Metal 1:
The bar under the picture is 50 um long. Cells faint in the background.
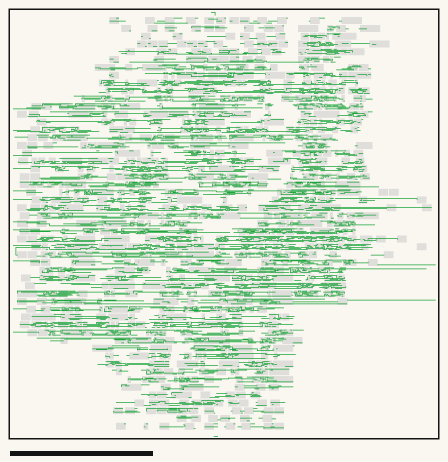
The metal 2 layer:
The bar under the picture is 50 um long. Cells faint in the background.
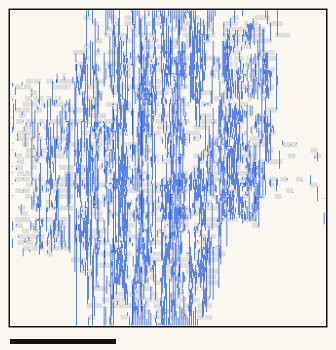
Metal 3:
The bar under the picture is 50 um long. Cells faint in the background.
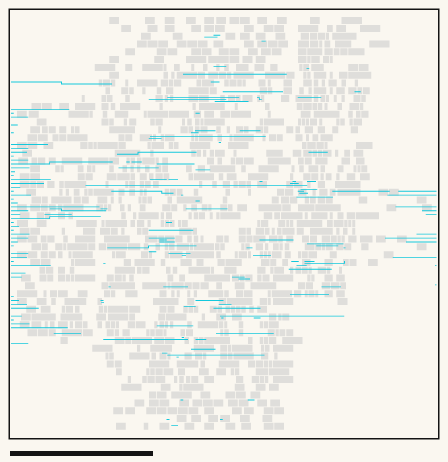
Met4 routing:
The bar under the picture is 50 um long.
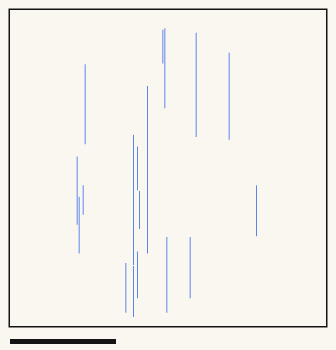
Track usage over the die:
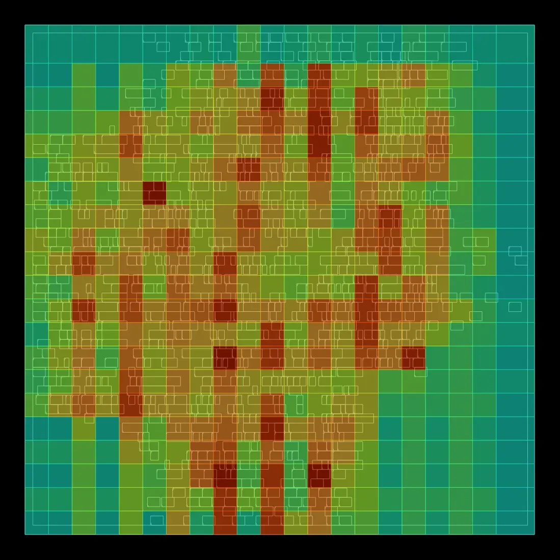
==> config.mk <==
export PLATFORM = sky130hd
export DESIGN_NAME = board_field_writer
export DESIGN_NICKNAME = d
export VERILOG_FILES = /design/src/rtl/board_pkg.sv /design/src/rtl/board_zero_counter.sv /design/src/rtl/board_field_writer.sv
export SDC_FILE = /design/constraint.sdc
export NUM_CORES = 1
export LEC_CHECK = 0
export CORE_MARGIN = 2
export CORE_UTILIZATION = 30
export CTS_CLUSTER_DIAMETER = 120
export DETAILED_ROUTE_END_ITERATION = 16
export SLEW_MARGIN = 25
export SYNTH_ARGS = -nofsm -noshare
export SYNTH_HDL_FRONTEND = slang
export SYNTH_SLANG_ARGS = --single-unit
==> constraint.sdc <==
create_clock -name clk -period 9.57 [get_ports clk]
set_clock_uncertainty 0.05 [all_clocks]
set_input_delay 1.4355 -clock clk [delete_from_list [all_inputs] [get_ports clk]]
set_output_delay 1.4355 -clock clk [all_outputs]
set_load 0.1 [all_outputs]
==> metrics.yaml <==
worst_hold_path:
  hold_class: "register to register"
  hold_depth: 2
sta:
  period_used_pct: 96.74
  min_period_ps: 9258
  hold_viol: 0
  slew_violations: 0
  max_slew.worst_pin.slew_ps: 1006
yosys:
  syn_area_per_cell_um2: 7.478
  syn_nets: 947
  synthFlopType: "dfxtp_1"
  synth-edff-count: 0
  numSynthFlops: 70
  netlist_area_um2: 6326
  synthArstFlopShare_pct: 0
run_status:
  outcome: "finished, final reports clean"
critical_path:
  r2r_slack_ps: 7470
  slowest_stage: "or3_1"
  worstRegToRegCells: 8
  cp.arrival_ps: 7770
  slowest_delay_ps: 420
  required_ps: 8080
  endpoint_kind: "output port"
  critPathMaxFanout: 4
layout:
  instances_no_fill: 1273
  seq_area_um2: 1408
  insertedDiodeCount: 0
  area_growth_pct: 40.01
  lay_top_count: "clkdlybuf4s50_1"
global_route:
  grt_remaining_overflow: 0
  antenna_found_initial: 0
die:
  dieWidth_um: 149.2
  dieArea_um2: 22270
  fp_util_pct: 30.28
  pin_count: 149
clock_network:
  clock_latency_ps: 330
  cts_tree: "built"
placed_design:
  post-place-cells: 1244
route:
  first_pass_iters: 6
  ant_nets: 0
-- 'metal 1' (at the start) --
share of all routed wire	44%
wire length on this layer	10,100 um
nets with wire on the layer	1,004
routed wire length: 23.12 mm
via count: 7,032
met1 usage: 26.03%

-- 'the metal 2 layer' (at the start) --
nets with wire on the layer	894
wire length on this layer	11,100 um
longest straight run	61.2 um
share of all routed wire	48%
main direction	vertical
GR Layer Usage met2: 33.78%

-- 'metal 3' (at the start) --
nets with wire on the layer	124
wire length on this layer	1,330 um
main direction	horizontal
share of all routed wire	5.8%
grt met3 use: 3.456%

-- 'met4 routing' (at the start) --
longest straight run	78.9 um
nets with wire on the layer	17

-- 'track usage over the die' (at the start) --
Final Core Density: 42.40%
GRT busiest layer: met2
routed len/inst: 18.16 um
GRT Overall Usage: 20.06%

[logic make-up (layout without fill, tap and decap cells)]
logic type / after synthesis / after routing / share of synthesized area, %
mux: 56 / 56 / 8.881
simple gates: 302 / 302 / 23.60
xor+xnor: 49 / 49 / 8.782
buf+inv: 72 / 224 / 4.410
fa+ha+maj: 24 / 24 / 4.747
flops: 70 / 70 / 22.15
compound gates: 273 / 273 / 27.43
[worst max-delay path, delay by kind of cell (launching register included)]
family	cells	cell delay, ps
flops	1	350
simple gates	13	2110
mux	1	170
compound gates	8	880
fa+ha+maj	8	2080
xor+xnor	7	1160
buf+inv	6	640
[metal layers]
layer  track usage (%)  wire, um
met5                 0         0
met4             6.524       586
met3             3.456      1330
met2             33.78     11140
met1             26.03     10060
[synthesized netlist by cell type (5+ instances only)]
cell type	instances	area share, %
nor2b_1	21	2.1
o2111ai_1	6	0.83
a211oi_1	74	8.8
xor2_1	6	0.83
nor4_1	17	1.7
inv_1	23	1.4
or4_1	13	1.5
and2_1	8	0.79
and3_1	9	0.89
ha_1	24	4.7
a22oi_1	19	2.3
nand2_1	55	3.3
a31oi_1	6	0.59
a21oi_1	101	8.0
nor2_1	112	6.6
xnor3_1	7	2.5
nand3_1	23	1.8
xnor2_1	33	4.6
o22ai_1	5	0.49
nand4_1	7	0.69
clkbuf_1	41	2.4
nor3_1	14	1.1
mux2i_1	55	8.7
o21a_1	5	0.59
o21ai_0	34	2.7
dfxtp_1	70	22
buf_1	5	0.30
[stage by stage]
stage               area (um2)  hold slack, ps  setup slack [ps]
floorplan                 6355           416.1             40.14
global placement          8217           466.3             417.3
detailed placement        8227           471.2             151.6
CTS                       8549           487.4             18.29
global route              8857           518.2            -126.9
finish                    8857           494.5             312.4
[final cells by class]
| class | instances | area share [%] |
|---|---|---|
| multi-input combinational | 704 | 55.83 |
| timing repair buffer | 185 | 20.27 |
| sequential | 70 | 15.89 |
| tap | 275 | 3.885 |
| clock buffer | 11 | 2.854 |
| inverter | 24 | 1.017 |
| clock inverter | 4 | 0.2543 |
[what timing repair did]
| item | in CTS | in global routing |
|---|---|---|
| hold buffers | 0 | 0 |
| gates resized | 7 | 40 |
| setup buffers | 1 | 13 |
| pin swaps | 1 | 31 |
| setup endpoints to repair | 1 | 4 |
